### src/rtl/lsu_pkg.sv
// lsu_pkg: load/store encodings, FSM state encoding and access-size helpers
// shared by the load/store unit and its lane-alignment datapath.
package lsu_pkg;

    localparam logic [2:0] LB  = 3'b000;
    localparam logic [2:0] LH  = 3'b001;
    localparam logic [2:0] LW  = 3'b010;
    localparam logic [2:0] LBU = 3'b100;
    localparam logic [2:0] LHU = 3'b101;

    localparam logic [1:0] SB = 2'b00;
    localparam logic [1:0] SH = 2'b01;
    localparam logic [1:0] SW = 2'b10;

    typedef enum logic [1:0] {
        IDLE = 2'd0,
        REQ  = 2'd1,
        RESP = 2'd2,
        DONE = 2'd3
    } lsu_state_e;

    typedef enum logic [1:0] {
        SZ_BYTE = 2'd0,
        SZ_HALF = 2'd1,
        SZ_WORD = 2'd2
    } lsu_size_e;

    // Unknown load/store codes fall back to a full word access.
    function automatic lsu_size_e access_size(input logic       is_store,
                                              input logic [2:0] load_ctrl,
                                              input logic [1:0] store_ctrl);
        lsu_size_e sz;
        sz = SZ_WORD;
        if (is_store) begin
            case (store_ctrl)
                SB:      sz = SZ_BYTE;
                SH:      sz = SZ_HALF;
                default: sz = SZ_WORD;
            endcase
        end else begin
            case (load_ctrl)
                LB, LBU: sz = SZ_BYTE;
                LH, LHU: sz = SZ_HALF;
                default: sz = SZ_WORD;
            endcase
        end
        return sz;
    endfunction

    function automatic logic is_misaligned(input lsu_size_e  sz,
                                           input logic [1:0] addr_lo);
        logic mis;
        case (sz)
            SZ_HALF: mis = addr_lo[0];
            SZ_WORD: mis = |addr_lo;
            default: mis = 1'b0;
        endcase
        return mis;
    endfunction

endpackage

### src/rtl/lsu_align.sv
// lsu_align: combinational lane logic -- byte enables and replicated write
// data for stores, lane selection and sign/zero extension for loads.
module lsu_align
    import lsu_pkg::*;
(
    input  lsu_size_e   size_i,
    input  logic        sign_ext_i,
    input  logic [1:0]  addr_lo_i,
    input  logic [31:0] store_data_i,
    input  logic [31:0] rdata_i,
    output logic [3:0]  byte_en_o,
    output logic [31:0] wdata_o,
    output logic [31:0] load_data_o
);

    logic [31:0] byte_lane;
    logic [15:0] half_lane;

    // Lane generation and load extraction for the access size.
    always_comb begin
        byte_en_o   = 4'b1111;
        wdata_o     = store_data_i;
        load_data_o = rdata_i;
        byte_lane   = rdata_i >> {addr_lo_i, 3'b000};
        half_lane   = addr_lo_i[1] ? rdata_i[31:16] : rdata_i[15:0];
        case (size_i)
            SZ_BYTE: begin
                byte_en_o   = 4'b0001 << addr_lo_i;
                wdata_o     = {4{store_data_i[7:0]}};
                load_data_o = {{24{sign_ext_i & byte_lane[7]}}, byte_lane[7:0]};
            end
            SZ_HALF: begin
                byte_en_o   = 4'b0011 << {addr_lo_i[1], 1'b0};
                wdata_o     = {2{store_data_i[15:0]}};
                load_data_o = {{16{sign_ext_i & half_lane[15]}}, half_lane};
            end
            default: begin
                byte_en_o   = 4'b1111;
                wdata_o     = store_data_i;
                load_data_o = rdata_i;
            end
        endcase
    end

endmodule

### src/rtl/load_store_unit.sv
// load_store_unit: accepts one load/store from execute, issues a word-aligned
// bus transaction and returns the extended load result with a done pulse.
// Defining LSU_TIMEOUT_EN adds a bus watchdog that ends a stuck transaction
// with busError after TIMEOUT_CYCLES cycles in REQ or RESP.
module load_store_unit
    import lsu_pkg::*;
#(
    parameter int ADDR_W         = 32,
    parameter int TIMEOUT_CYCLES = 255
) (
    input  logic              clk,
    input  logic              reset,
    input  logic              reqValid,
    output logic              reqReady,
    input  logic              memWrite,
    input  logic [2:0]        loadCtrl,
    input  logic [1:0]        storeCtrl,
    input  logic [ADDR_W-1:0] addr,
    input  logic [31:0]       storeData,
    output logic              doneValid,
    output logic [31:0]       loadData,
    output logic              misaligned,
    output logic              busError,
    output logic              busValid,
    input  logic              busReady,
    output logic              busWrite,
    output logic [ADDR_W-1:0] busAddr,
    output logic [3:0]        busByteEn,
    output logic [31:0]       busWData,
    input  logic              busRValid,
    input  logic [31:0]       busRData
);

    // state | meaning
    // IDLE  | ready for a new operation
    // REQ   | bus request held until busReady
    // RESP  | load waiting for busRValid
    // DONE  | one-cycle completion pulse

    lsu_state_e        state_q, state_d;
    logic              write_q, write_d;
    lsu_size_e         size_q, size_d;
    logic              sext_q, sext_d;
    logic [ADDR_W-1:0] addr_q, addr_d;
    logic [31:0]       wdata_q, wdata_d;
    logic              mis_q, mis_d;
    logic [31:0]       load_q, load_d;

    lsu_size_e         req_size;
    logic [3:0]        align_be;
    logic [31:0]       align_wdata;
    logic [31:0]       align_load;
    logic              tmo_hit;

    assign req_size = access_size(memWrite, loadCtrl, storeCtrl);

`ifdef LSU_TIMEOUT_EN
    localparam int CNT_W = 16;
    logic [CNT_W-1:0] cnt_q, cnt_d;
    logic             err_q, err_d;

    // The counter holds the number of completed cycles spent in the current
    // state, so the watchdog fires on the TIMEOUT_CYCLES-th cycle.
    assign tmo_hit = (cnt_q == CNT_W'(TIMEOUT_CYCLES - 1));

    // Watchdog counter and error flag next-state.
    always_comb begin
        cnt_d = '0;
        err_d = err_q;
        if ((state_d == state_q) && ((state_q == REQ) || (state_q == RESP))) begin
            cnt_d = cnt_q + CNT_W'(1);
        end
        if (state_q == IDLE) begin
            err_d = 1'b0;
        end else if ((state_q == REQ && !busReady && tmo_hit) ||
                     (state_q == RESP && !busRValid && tmo_hit)) begin
            err_d = 1'b1;
        end
    end

    // Watchdog registers.
    always_ff @(posedge clk) begin
        if (reset) begin
            cnt_q <= '0;
            err_q <= 1'b0;
        end else begin
            cnt_q <= cnt_d;
            err_q <= err_d;
        end
    end

    assign busError = doneValid & err_q;
`else
    logic unused_timeout_cfg;
    assign unused_timeout_cfg = (TIMEOUT_CYCLES != 0);
    assign tmo_hit            = 1'b0;
    assign busError           = 1'b0;
`endif

    lsu_align u_align (
        .size_i       (size_q),
        .sign_ext_i   (sext_q),
        .addr_lo_i    (addr_q[1:0]),
        .store_data_i (wdata_q),
        .rdata_i      (busRData),
        .byte_en_o    (align_be),
        .wdata_o      (align_wdata),
        .load_data_o  (align_load)
    );

    // Next-state: operation capture, bus handshake tracking, load capture.
    always_comb begin
        state_d = state_q;
        write_d = write_q;
        size_d  = size_q;
        sext_d  = sext_q;
        addr_d  = addr_q;
        wdata_d = wdata_q;
        mis_d   = mis_q;
        load_d  = load_q;
        case (state_q)
            IDLE: begin
                if (reqValid) begin
                    write_d = memWrite;
                    size_d  = req_size;
                    sext_d  = ~loadCtrl[2];
                    addr_d  = addr;
                    wdata_d = storeData;
                    mis_d   = is_misaligned(req_size, addr[1:0]);
                    load_d  = '0;
                    state_d = is_misaligned(req_size, addr[1:0]) ? DONE : REQ;
                end
            end
            REQ: begin
                if (busReady) begin
                    state_d = write_q ? DONE : RESP;
                end else if (tmo_hit) begin
                    state_d = DONE;
                end
            end
            RESP: begin
                if (busRValid) begin
                    load_d  = align_load;
                    state_d = DONE;
                end else if (tmo_hit) begin
                    state_d = DONE;
                end
            end
            DONE: begin
                state_d = IDLE;
            end
            default: begin
                state_d = IDLE;
            end
        endcase
    end

    // State and operation registers.
    always_ff @(posedge clk) begin
        if (reset) begin
            state_q <= IDLE;
            write_q <= 1'b0;
            size_q  <= SZ_WORD;
            sext_q  <= 1'b0;
            addr_q  <= '0;
            wdata_q <= '0;
            mis_q   <= 1'b0;
            load_q  <= '0;
        end else begin
            state_q <= state_d;
            write_q <= write_d;
            size_q  <= size_d;
            sext_q  <= sext_d;
            addr_q  <= addr_d;
            wdata_q <= wdata_d;
            mis_q   <= mis_d;
            load_q  <= load_d;
        end
    end

    // Bus fields are zero whenever no request is being presented.
    assign reqReady   = (state_q == IDLE);
    assign doneValid  = (state_q == DONE);
    assign busValid   = (state_q == REQ);
    assign busWrite   = busValid & write_q;
    assign busAddr    = busValid ? {addr_q[ADDR_W-1:2], 2'b00} : '0;
    assign busByteEn  = busValid ? align_be : 4'b0000;
    assign busWData   = busWrite ? align_wdata : 32'h0;
    assign misaligned = doneValid & mis_q;
    assign loadData   = load_q;

endmodule

### config.mk
export PLATFORM = sky130hd
export DESIGN_NAME = load_store_unit
export DESIGN_NICKNAME = d
export VERILOG_FILES = /design/src/rtl/lsu_pkg.sv /design/src/rtl/lsu_align.sv /design/src/rtl/load_store_unit.sv
export SDC_FILE = /design/constraint.sdc
export NUM_CORES = 1
export LEC_CHECK = 0
export CAP_MARGIN = 20
export CORE_MARGIN = 2
export CORE_UTILIZATION = 39
export CTS_CLUSTER_DIAMETER = 120
export CTS_CLUSTER_SIZE = 40
export DETAILED_ROUTE_END_ITERATION = 6
export GPL_ROUTABILITY_DRIVEN = 0
export PLACE_DENSITY = 0.77
export SETUP_SLACK_MARGIN = 0.3
export SLEW_MARGIN = 20
export SYNTH_ARGS = -nofsm -noshare
export SYNTH_HDL_FRONTEND = slang
export SYNTH_SLANG_ARGS = --single-unit
### constraint.sdc
create_clock -name clk -period 2.1 [get_ports clk]
set_input_delay 0.21 -clock clk [delete_from_list [all_inputs] [get_ports clk]]
set_output_delay 0.21 -clock clk [all_outputs]
set_load 0.02 [all_outputs]
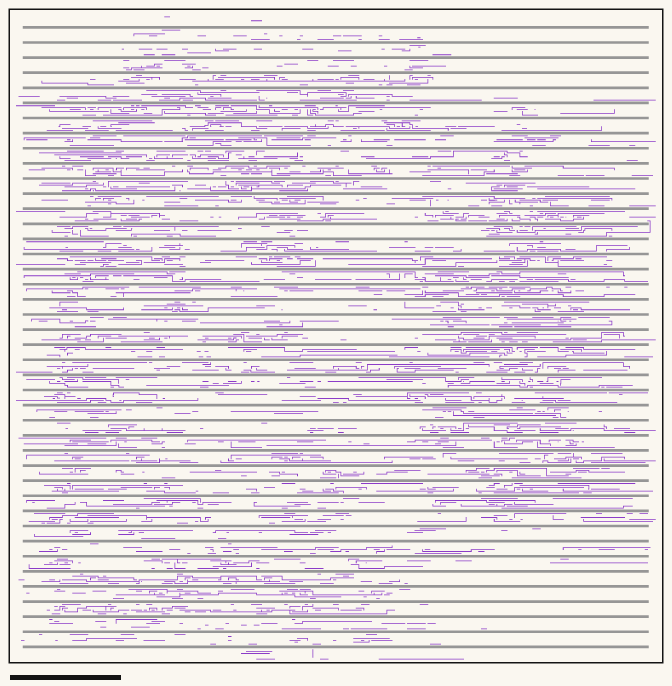
(run_1/layer_met1.png)
The bar under the picture is 20 um long. Supply wires on this layer in grey.
wire length on this layer: 7050 um
nets with wire on the layer: 833
Global Route met1 Usage: 28.96%
wirelength, routed: 17210 um
total via count after detailed routing: 5490

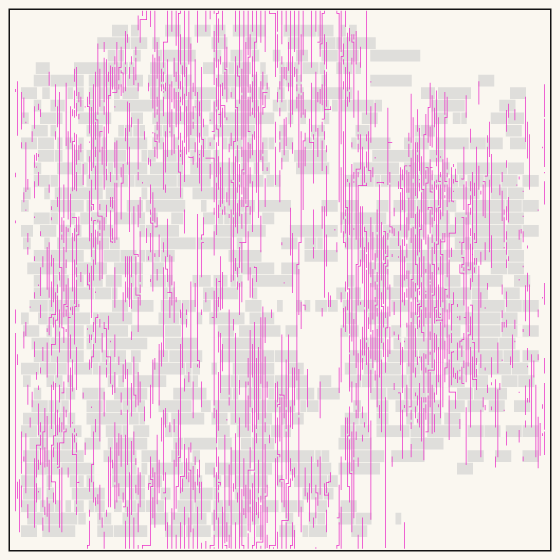
(run_1/layer_met2.png)
Cells faint in the background.
main direction: vertical
nets with wire on the layer: 826
share of all routed wire: 47%
global-route track usage on met2: 40.24%

==> impl_metrics.env, run 1 <==
# physical design summary
export IMPL_postPlaceCellArea_sq_um=7308
export IMPL_synthFlopType="sky130_fd_sc_hd__dfxtp_1"
export IMPL_ctsHtreeMaxLevel=3
export IMPL_logic_depth_of_the_worst_setup_path_including_buffers=6
export IMPL_post_route_drc_count=0
export IMPL_initial_utilization_pct=39.88
export IMPL_hold_ws_ps=387.5
export IMPL_worstPathCellList="inv_6 -> ha_4 -> nor2b_4 -> or3_4 -> nor2b_2 -> a221o_1"
export IMPL_dr_pass1_iters=6
export IMPL_async_flop_share_pct=0
export IMPL_syn_cell_area_sq_um=5012
export IMPL_holdPathEnd="addr_q[23]$_SDFFE_PP0P_"
export IMPL_rsz0062_at_grt="true"
export IMPL_design_portCount=213
export IMPL_grt_pass1_wl_um=26980
export IMPL_final_layout_size_suffix_gt1_share_pct=18.85
export IMPL_ys_warn_count=0
export IMPL_final_hold_violation_count=0
export IMPL_drv_slew=0
export IMPL_worst_path_dominant_cell_family="simple AND/OR/NAND/NOR gates"
export IMPL_rr_startpoint="state_q[0]$_SDFFE_PP0P_"
export IMPL_chip_area_sq_um=13770
export IMPL_run_status="completed"
export IMPL_top_cells_by_area="sky130_fd_sc_hd__dfxtp_1 41%, sky130_fd_sc_hd__nand2_1 12%, sky130_fd_sc_hd__a21oi_1 9.9%, sky130_fd_sc_hd__and2_1 4.1%, sky130_fd_sc_hd__mux2i_1 3.8%"
export IMPL_dr_first_iter_drc_count=547
export IMPL_timing_rr_end="loadData[30]$_SDFFE_PP0P_"
export IMPL_fmaxAchievable_ghz=0.5605
export IMPL_numCtsBuffers=9
export IMPL_ys_chip_area_sq_um=5012
export IMPL_cell_internal_pwr_mw=4.574
export IMPL_combPwrFrac_pct=40.2
export IMPL_max_clock_path_buffers=2
export IMPL_power_density_nw_per_um2=927.2
export IMPL_max_slew_margin_rel_pct=59.48
export IMPL_timing_hold_worst_path_depth=3
export IMPL_grt_start_max_net_pins=55
export IMPL_synth_top_cells_by_count="160 x sky130_fd_sc_hd__nand2_1, 103 x sky130_fd_sc_hd__dfxtp_1, 99 x sky130_fd_sc_hd__a21oi_1"
export IMPL_finalCoreUtilization_pct=61.24
export IMPL_most_common_layout_cells="158 x sky130_fd_sc_hd__nand2_1, 138 x sky130_fd_sc_hd__clkdlybuf4s50_1, 97 x sky130_fd_sc_hd__dfxtp_1, 95 x sky130_fd_sc_hd__a21oi_1, 37 x sky130_fd_sc_hd__buf_4"
export IMPL_flow_area_growth_from_synthesis_pct=53.57
export IMPL_clockPowerShare_pct=24.4
export IMPL_yosysMostFrequentCell="sky130_fd_sc_hd__nand2_1"
export IMPL_floorplan_core_area_sq_um=12570
export IMPL_hpwlAfterDp_um=12280
export IMPL_globalRouteOverflowTotal=0
export IMPL_clock_insertion_delay_worst_skew_ps=350
export IMPL_warnings=33
export IMPL_nFillCells=1116
export IMPL_critPathCapture="loadData[30]$_SDFFE_PP0P_"
export IMPL_routed_wl_met3_um=1587
export IMPL_ff2ff_setup_slack_ps=320
export IMPL_yosys_area_top_type="sky130_fd_sc_hd__dfxtp_1"
export IMPL_cp_slowest_cell="sky130_fd_sc_hd__or3_4"
export IMPL_worst_endpoint_required_ps=2340
export IMPL_ys_types=42
export IMPL_antennaDiodeCount=0
export IMPL_cts_clk_slew_worst_paths_ps=70
export IMPL_post_drt_via_cell_ratio=5.377
export IMPL_post_cts_resized_instances=248
export IMPL_min_delay_start="reset"
export IMPL_cts_sinks=103
export IMPL_synth_flops=103
export IMPL_power_group_top="combinational logic"
export IMPL_routed_top_layer="met5"
export IMPL_top_usage_layer="met2"
export IMPL_dp_cells=991
export IMPL_first_global_vias=5440
export IMPL_maximum_fanout_encountered_on_the_critical_timing_path=6
export IMPL_synth_yosys_seq_area_share_pct=41.14
export IMPL_clockRootBuffer="sky130_fd_sc_hd__clkbuf_16"
export IMPL_powerSeq_mw=2.53
export IMPL_post_cts_repair_setup_buffers=2
export IMPL_fin_tns_setup_ps=0
export IMPL_antenna_violations_before_repair=1
export IMPL_crit_path_max_incr_delay_ps=420
export IMPL_timing_setup_critical_path_class="reg -> reg"
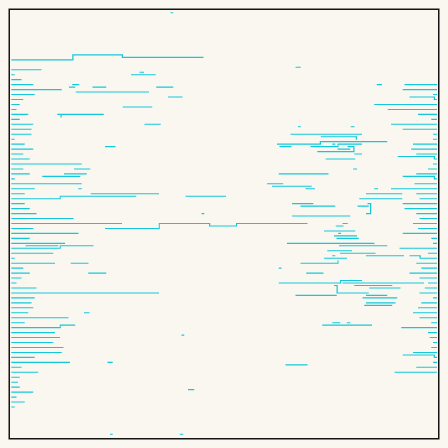
(run_1/layer_met3.png)
nets with wire on the layer: 189
longest straight run: 40.2 um
main direction: horizontal
wire length on this layer: 1590 um
share of all routed wire: 9.2%

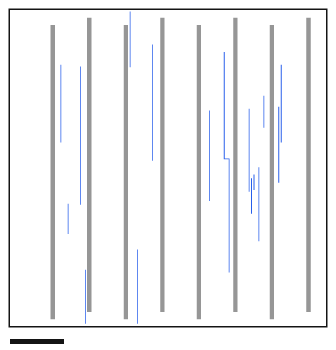
(run_1/layer_met4.png)
The bar under the picture is 20 um long. Supply wires on this layer in grey.
longest straight run: 51.0 um
share of all routed wire: 2.7%

## run 1: logic make-up (layout without fill, tap and decap cells)
family	Yosys count	count (layout)	synth area share, %
AND/OR/NAND/NOR	271	273	25.09
AND-OR/OR-AND	172	172	21.87
flip-flops	103	103	41.14
buffers and inverters	65	270	5.866
multiplexers	22	22	4.468
adder cells (fa/ha/maj)	6	6	1.498
other	1	3	0.07482
## run 1: final cells by class
class	count	area [sq um]	area share, %
clock buffers	13	270.3	3.511
inverters	8	37.54	0.4876
clock inverters	2	38.79	0.5039
multi-input cells	476	2794	36.30
repair buffers	247	2267	29.45
flip-flops and latches	103	2074	26.95
well taps	172	215.2	2.796
--- run 2 (diff from run 1) ---
--- a/config.mk
+++ b/config.mk
@@ -7,12 +7,12 @@
 export LEC_CHECK = 0
 export CAP_MARGIN = 20
 export CORE_MARGIN = 2
-export CORE_UTILIZATION = 39
+export CORE_UTILIZATION = 43
 export CTS_CLUSTER_DIAMETER = 120
 export CTS_CLUSTER_SIZE = 40
 export DETAILED_ROUTE_END_ITERATION = 6
 export GPL_ROUTABILITY_DRIVEN = 0
-export PLACE_DENSITY = 0.77
+export PLACE_DENSITY = 0.81
 export SETUP_SLACK_MARGIN = 0.3
 export SLEW_MARGIN = 20
 export SYNTH_ARGS = -nofsm -noshare
==> constraint.sdc (replaced) <==
create_clock -name clk -period 1.8 [get_ports clk]
set_input_delay 0.18 -clock clk [delete_from_list [all_inputs] [get_ports clk]]
set_output_delay 0.18 -clock clk [all_outputs]
set_load 0.02 [all_outputs]
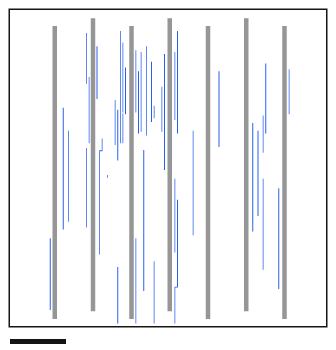
(run_2/layer_met4.png)
The bar under the picture is 20 um long. Supply wires on this layer in grey.
longest straight run: 49.6 um
wire length on this layer: 1040 um
nets with wire on the layer: 38
main direction: vertical
share of all routed wire: 4.8%

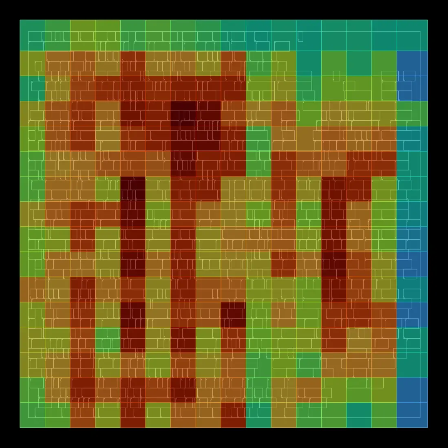
(run_2/congestion.png)
global-route track usage on met2: 46.26%
post-DR wirelength/cell: 21.09 um

==> impl_metrics.env, run 2 <==
# physical design summary
export IMPL_report_final_setup_viol=0
export IMPL_post_route_drc_count=0
export IMPL_cap_violations=0
export IMPL_non_clock_buffers_area_share_pct=32.29
export IMPL_cts_sinks=103
export IMPL_routed_wl_met3_um=2078
export IMPL_cts_clk_slew_worst_paths_ps=70
export IMPL_grt_use_met3_pct=7.839
export IMPL_warnings=33
export IMPL_postPlaceCellArea_sq_um=7533
export IMPL_syn_cell_area_sq_um=5012
export IMPL_post_synth_main_logic_family="simple AND/OR/NAND/NOR gates"
export IMPL_fin_tns_setup_ps=0
export IMPL_cts_tree="built"
export IMPL_area_share_clock_buf_inv_pct=3.415
export IMPL_combPwrFrac_pct=48.6
export IMPL_power_switching_share_pct=38.68
export IMPL_area_share_sequential_pct=23.00
export IMPL_cell_internal_pwr_mw=6.033
export IMPL_synth_largest_type_area_fraction_pct=41.14
export IMPL_ctsHtreeMaxLevel=3
export IMPL_top_usage_layer="met2"
export IMPL_non_clock_buffer_count=286
export IMPL_worst_path_dominant_cell_family="buffers and inverters"
export IMPL_grt_start_max_net_pins=57
export IMPL_dp_worst_slack_ps=-292.5
export IMPL_synth_area_mux_share_pct=4.468
export IMPL_dp_cells=983
export IMPL_post_synth_xor_area_fraction_pct=0
export IMPL_simple_gate_share_pct=25.09
export IMPL_synth_top_cells_by_count="160 x sky130_fd_sc_hd__nand2_1, 103 x sky130_fd_sc_hd__dfxtp_1, 99 x sky130_fd_sc_hd__a21oi_1"
export IMPL_flow_area_growth_from_synthesis_pct=79.81
export IMPL_timing_hold_worst_path_depth=3
export IMPL_final_hold_violation_count=0
export IMPL_critPathCapture="busWData[13]"
export IMPL_power_density_nw_per_um2=1092
export IMPL_ys_warn_count=0
export IMPL_register_area_sq_um=2073
export IMPL_design_portCount=213
export IMPL_numCtsBuffers=9
export IMPL_initial_utilization_pct=43.90
export IMPL_post_drt_via_cell_ratio=5.894
export IMPL_ys_chip_area_sq_um=5012
export IMPL_power_group_top="combinational logic"
export IMPL_antenna_violations_before_repair=1
export IMPL_synth_cellmix_adderShare_pct=1.498
export IMPL_routed_top_layer="met5"
export IMPL_crit_path_max_incr_delay_ps=370
export IMPL_drv_slew=0
export IMPL_rr_startpoint="state_q[0]$_SDFFE_PP0P_"
export IMPL_max_slew_margin_rel_pct=50.06
export IMPL_clkbuf_count=11
export IMPL_met1Wirelength_um=7987
export IMPL_cp_slowest_cell="sky130_fd_sc_hd__dfxtp_4"
export IMPL_dr_pass1_iters=5
export IMPL_grt_use_met1_pct=31.97
export IMPL_seq_cells=103
export IMPL_antennaDiodeCount=0
export IMPL_number_of_multi_input_logic_gates=478
export IMPL_nNonClkInverters=8
export IMPL_drt_total_wl_um=21790
export IMPL_clock_insertion_delay_worst_skew_ps=350
export IMPL_num_nets_final=999
export IMPL_final_min_period_over_clock_period_pct=98.08
export IMPL_yosys_stat_cells=640
export IMPL_first_global_vias=5384
export IMPL_powerSeq_mw=3.00
export IMPL_async_flop_share_pct=0
export IMPL_max_clock_path_buffers=2
export IMPL_dr_first_iter_drc_count=542
export IMPL_arrival_ps=1590
export IMPL_chip_area_sq_um=12540
export IMPL_pwr_group_combinational_mw=4.79
export IMPL_layout_area_comb_sq_um=3502
export IMPL_total_via_count_after_detailed_routing=6089
export IMPL_globalRouteOverflowTotal=0
export IMPL_comb_area_share_pct=38.86
export IMPL_finalCoreUtilization_pct=78.93
export IMPL_globalRouteTotalUtil_pct=26.76
export IMPL_yosysMostFrequentCell="sky130_fd_sc_hd__nand2_1"
export IMPL_wl_met2_um=10670
export IMPL_compound_area_share_pct=21.87
export IMPL_floorplan_core_area_sq_um=11420
export IMPL_yosys_area_top_type="sky130_fd_sc_hd__dfxtp_1"
export IMPL_final_layout_size_suffix_gt1_share_pct=36.07
export IMPL_synth_flops=103
export IMPL_synth_yosys_seq_area_share_pct=41.14
export IMPL_run_status="completed"
export IMPL_rsz0062_at_grt="true"
export IMPL_leading_cell_category_by_total_area="combinational gates"
export IMPL_power_share_sequential_pct=30.5
export IMPL_clockPowerShare_pct=20.9
export IMPL_synthFlopType="sky130_fd_sc_hd__dfxtp_1"
export IMPL_worstPathCellList="inv_4 -> ha_4 -> nand2_8 -> buf_12 -> a21oi_2 -> buf_4"
export IMPL_top_cells_by_area="sky130_fd_sc_hd__dfxtp_1 41%, sky130_fd_sc_hd__nand2_1 12%, sky130_fd_sc_hd__a21oi_1 9.9%, sky130_fd_sc_hd__and2_1 4.1%, sky130_fd_sc_hd__mux2i_1 3.8%"
export IMPL_maximum_fanout_encountered_on_the_critical_timing_path=6
export IMPL_worst_endpoint_required_ps=1620
export IMPL_critical_path_n_buffers_inverters=3
export IMPL_die_h_um=112.0
export IMPL_hpwlAfterDp_um=12370
export IMPL_ys_types=42
export IMPL_ff2ff_setup_slack_ps=50
export IMPL_grt_pass1_wl_um=27340
export IMPL_timing_setup_critical_path_class="reg -> out"
export IMPL_timing_rr_end="loadData[17]$_SDFFE_PP0P_"
export IMPL_logic_depth_of_the_worst_setup_path_including_buffers=6
export IMPL_nFillCells=696
export IMPL_clockRootBuffer="sky130_fd_sc_hd__clkbuf_16"
export IMPL_hold_ws_ps=316.7
export IMPL_tapCellCount=143
export IMPL_layout_cells_most_common="sky130_fd_sc_hd__nand2_1"
export IMPL_fmaxAchievable_ghz=0.5664
export IMPL_placement_rows=39
export IMPL_most_common_layout_cells="127 x sky130_fd_sc_hd__nand2_1, 108 x sky130_fd_sc_hd__clkdlybuf4s50_1, 98 x sky130_fd_sc_hd__dfxtp_1, 62 x sky130_fd_sc_hd__buf_4, 47 x sky130_fd_sc_hd__a21oi_2"
[run 2: cell counts after synthesis]
Identical to the previous run, type by type.
[run 2: worst min path at each step]
stage	slack (ps)	from	end
2_1_floorplan	280	loadCtrl[2]	sext_q$_SDFFE_PP0P_
3_3_place_gp	440	addr_q[6]$_SDFFE_PP0P_	addr_q[6]$_SDFFE_PP0P_
3_5_place_dp	440	addr_q[9]$_SDFFE_PP0P_	addr_q[9]$_SDFFE_PP0P_
4_1_cts	270	memWrite	write_q$_SDFFE_PP0P_
5_1_grt	330	memWrite	write_q$_SDFFE_PP0P_
6_report	320	memWrite	write_q$_SDFFE_PP0P_
[run 2: repair_timing]
action,in CTS,in global routing
pin swaps,15,45
gates resized,377,200
gates cloned,2,15
setup buffers,9,9
endpoints found under the setup margin,117,187
--- run 3 (diff from run 2) ---
--- a/config.mk
+++ b/config.mk
@@ -8,6 +8,7 @@
 export CAP_MARGIN = 20
 export CORE_MARGIN = 2
 export CORE_UTILIZATION = 43
+export CTS_BUF_LIST = sky130_fd_sc_hd__clkbuf_8 sky130_fd_sc_hd__clkbuf_16
 export CTS_CLUSTER_DIAMETER = 120
 export CTS_CLUSTER_SIZE = 40
 export DETAILED_ROUTE_END_ITERATION = 6
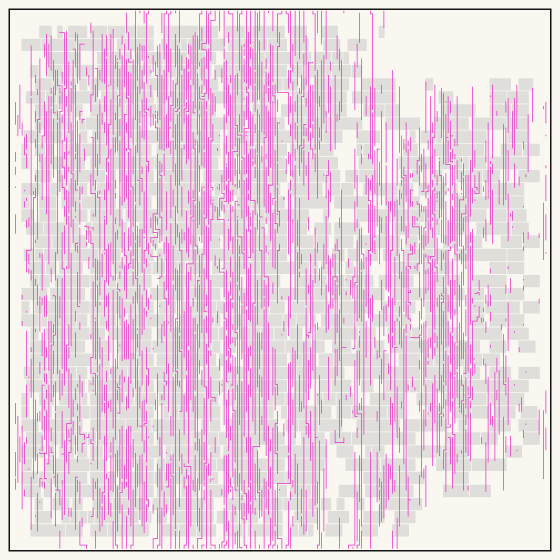
(run_3/layer_met2.png)
Cells faint in the background.
main direction: vertical
nets with wire on the layer: 914
share of all routed wire: 49%
longest straight run: 58.3 um
wire length on this layer: 10700 um

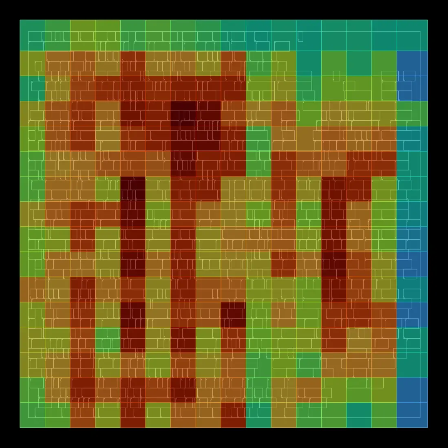
(run_3/congestion.png)
most heavily used metal layer in global routing: met2
Global Route met1 Usage: 31.97%
fraction of the core area covered by cells at the end of the flow: 78.93%
global router's overall resource usage: 26.76%

==> impl_metrics.env, run 3 <==
# physical design summary
export IMPL_num_nets_final=999
export IMPL_crit_path_max_incr_delay_ps=370
export IMPL_cp_slowest_cell="sky130_fd_sc_hd__dfxtp_4"
export IMPL_design_power_total_mw=9.838
export IMPL_report_final_setup_viol=0
export IMPL_clock_insertion_delay_worst_skew_ps=350
export IMPL_synthFlopType="sky130_fd_sc_hd__dfxtp_1"
export IMPL_setup_worst_path_start="state_q[1]$_SDFFE_PP0P_"
export IMPL_dr_first_iter_drc_count=542
export IMPL_antennaDiodeCount=0
export IMPL_grt_start_max_net_pins=57
export IMPL_wl_met2_um=10670
export IMPL_gr_usage_met2_pct=46.26
export IMPL_rr_startpoint="state_q[0]$_SDFFE_PP0P_"
export IMPL_arrival_ps=1590
export IMPL_final_layout_size_suffix_gt1_share_pct=36.07
export IMPL_critical_path_endpoint_type="output pin"
export IMPL_design_portCount=213
export IMPL_ctsHtreeMaxLevel=3
export IMPL_max_slew_margin_rel_pct=50.06
export IMPL_timing_rr_end="loadData[17]$_SDFFE_PP0P_"
export IMPL_holdPathEnd="write_q$_SDFFE_PP0P_"
export IMPL_compound_area_share_pct=21.87
export IMPL_element_type_at_the_critical_path_start="flop"
export IMPL_total_via_count_after_detailed_routing=6089
export IMPL_wl_per_cell_um=21.09
export IMPL_fmaxAchievable_ghz=0.5664
export IMPL_dp_cells=983
export IMPL_cts_sinks=103
export IMPL_dr_pass1_iters=5
export IMPL_critPathCapture="busWData[13]"
export IMPL_timing_hold_worst_path_depth=3
export IMPL_clockPowerShare_pct=20.9
export IMPL_dp_worst_slack_ps=-292.5
export IMPL_clockRootBuffer="sky130_fd_sc_hd__clkbuf_16"
export IMPL_async_flop_share_pct=0
export IMPL_placement_rows=39
export IMPL_drv_slew=0
export IMPL_final_min_period_over_clock_period_pct=98.08
export IMPL_antenna_violations_before_repair=1
export IMPL_synth_cellmix_adderShare_pct=1.498
export IMPL_chip_area_sq_um=12540
export IMPL_postPlaceCellArea_sq_um=7533
export IMPL_hold_ws_ps=316.7
export IMPL_cts_tree="built"
export IMPL_ys_types=42
export IMPL_die_h_um=112.0
export IMPL_critical_path_n_buffers_inverters=3
export IMPL_power_share_sequential_pct=30.5
export IMPL_met1Wirelength_um=7987
export IMPL_layout_cells_most_common="sky130_fd_sc_hd__nand2_1"
export IMPL_nFillCells=696
export IMPL_cap_violations=0
export IMPL_synth_top_cells_by_count="160 x sky130_fd_sc_hd__nand2_1, 103 x sky130_fd_sc_hd__dfxtp_1, 99 x sky130_fd_sc_hd__a21oi_1"
export IMPL_route_antenna_remaining_nets=0
export IMPL_setup_ws_ps=34.61
export IMPL_cell_internal_pwr_mw=6.033
export IMPL_rsz0062_at_grt="true"
export IMPL_globalRouteOverflowTotal=0
export IMPL_die_x_um=112.0
export IMPL_finished_layout_cell_area_sq_um=9012
export IMPL_yosysMostFrequentCell="sky130_fd_sc_hd__nand2_1"
export IMPL_yosys_stat_cells=640
export IMPL_post_route_drc_count=0
export IMPL_grt_pass1_wl_um=27340
export IMPL_worst_hold_check_path_type="in -> reg"
export IMPL_synth_largest_type_area_fraction_pct=41.14
export IMPL_power_density_nw_per_um2=1092
export IMPL_post_cts_repair_setup_buffers=9
export IMPL_fin_tns_setup_ps=0
export IMPL_logic_depth_of_the_worst_setup_path_including_buffers=6
export IMPL_floorplan_core_area_sq_um=11420
export IMPL_drt_total_wl_um=21790
export IMPL_most_common_layout_cells="127 x sky130_fd_sc_hd__nand2_1, 108 x sky130_fd_sc_hd__clkdlybuf4s50_1, 98 x sky130_fd_sc_hd__dfxtp_1, 62 x sky130_fd_sc_hd__buf_4, 47 x sky130_fd_sc_hd__a21oi_2"
export IMPL_maximum_fanout_encountered_on_the_critical_timing_path=6
export IMPL_post_synth_main_logic_family="simple AND/OR/NAND/NOR gates"
export IMPL_worst_path_dominant_cell_family="buffers and inverters"
export IMPL_yosys_area_top_type="sky130_fd_sc_hd__dfxtp_1"
export IMPL_ys_warn_count=0
export IMPL_simple_gate_share_pct=25.09
export IMPL_initial_utilization_pct=43.90
export IMPL_max_clock_path_buffers=2
export IMPL_ff2ff_setup_slack_ps=50
export IMPL_syn_cell_area_sq_um=5012
export IMPL_post_drt_via_cell_ratio=5.894
export IMPL_first_global_vias=5384
export IMPL_final_hold_violation_count=0
export IMPL_synth_area_mux_share_pct=4.468
export IMPL_worst_endpoint_required_ps=1620
export IMPL_static_leakage_power_nw=4.051
export IMPL_routed_top_layer="met5"
export IMPL_run_status="completed"
export IMPL_numCtsBuffers=9
export IMPL_hpwlAfterDp_um=12370
export IMPL_ys_chip_area_sq_um=5012
export IMPL_routed_wl_met3_um=2078
export IMPL_flow_area_growth_from_synthesis_pct=79.81
export IMPL_grt_use_met3_pct=7.839
export IMPL_timing_setup_critical_path_class="reg -> out"
export IMPL_post_synth_xor_area_fraction_pct=0
export IMPL_post_cts_resized_instances=377
export IMPL_top_cells_by_area="sky130_fd_sc_hd__dfxtp_1 41%, sky130_fd_sc_hd__nand2_1 12%, sky130_fd_sc_hd__a21oi_1 9.9%, sky130_fd_sc_hd__and2_1 4.1%, sky130_fd_sc_hd__mux2i_1 3.8%"
export IMPL_warnings=33
export IMPL_min_delay_start="memWrite"
export IMPL_synth_flops=103
export IMPL_cts_clk_slew_worst_paths_ps=70
export IMPL_synth_yosys_seq_area_share_pct=41.14
export IMPL_combPwrFrac_pct=48.6
export IMPL_power_switching_share_pct=38.68
export IMPL_worstPathCellList="inv_4 -> ha_4 -> nand2_8 -> buf_12 -> a21oi_2 -> buf_4"
## run 3: cell counts after synthesis
No cell type changed its count.
## run 3: area by class of cell
type,count,area (sq um),area share [%]
multi-input combinational,478,3502,38.86
timing repair buffer,286,2910,32.29
sequential,103,2073,23.00
clock buffer,11,252.7,2.804
tap,143,178.9,1.985
clock inverter,4,55.05,0.6109
inverter,8,40.04,0.4443
## run 3: power by group through the flow
| stage | clock network, mW | logic, mW | registers [mW] |
|---|---|---|---|
| floorplan | 0 | 1.99 | 2.93 |
| global placement | 0 | 3.24 | 2.92 |
| detailed placement | 0 | 3.32 | 2.95 |
| CTS | 2.04 | 3.60 | 2.93 |
| global route | 2.15 | 5.01 | 3.03 |
| finish | 2.05 | 4.79 | 3.00 |
No activity file was given, so power comes from the tool's default toggle rates.
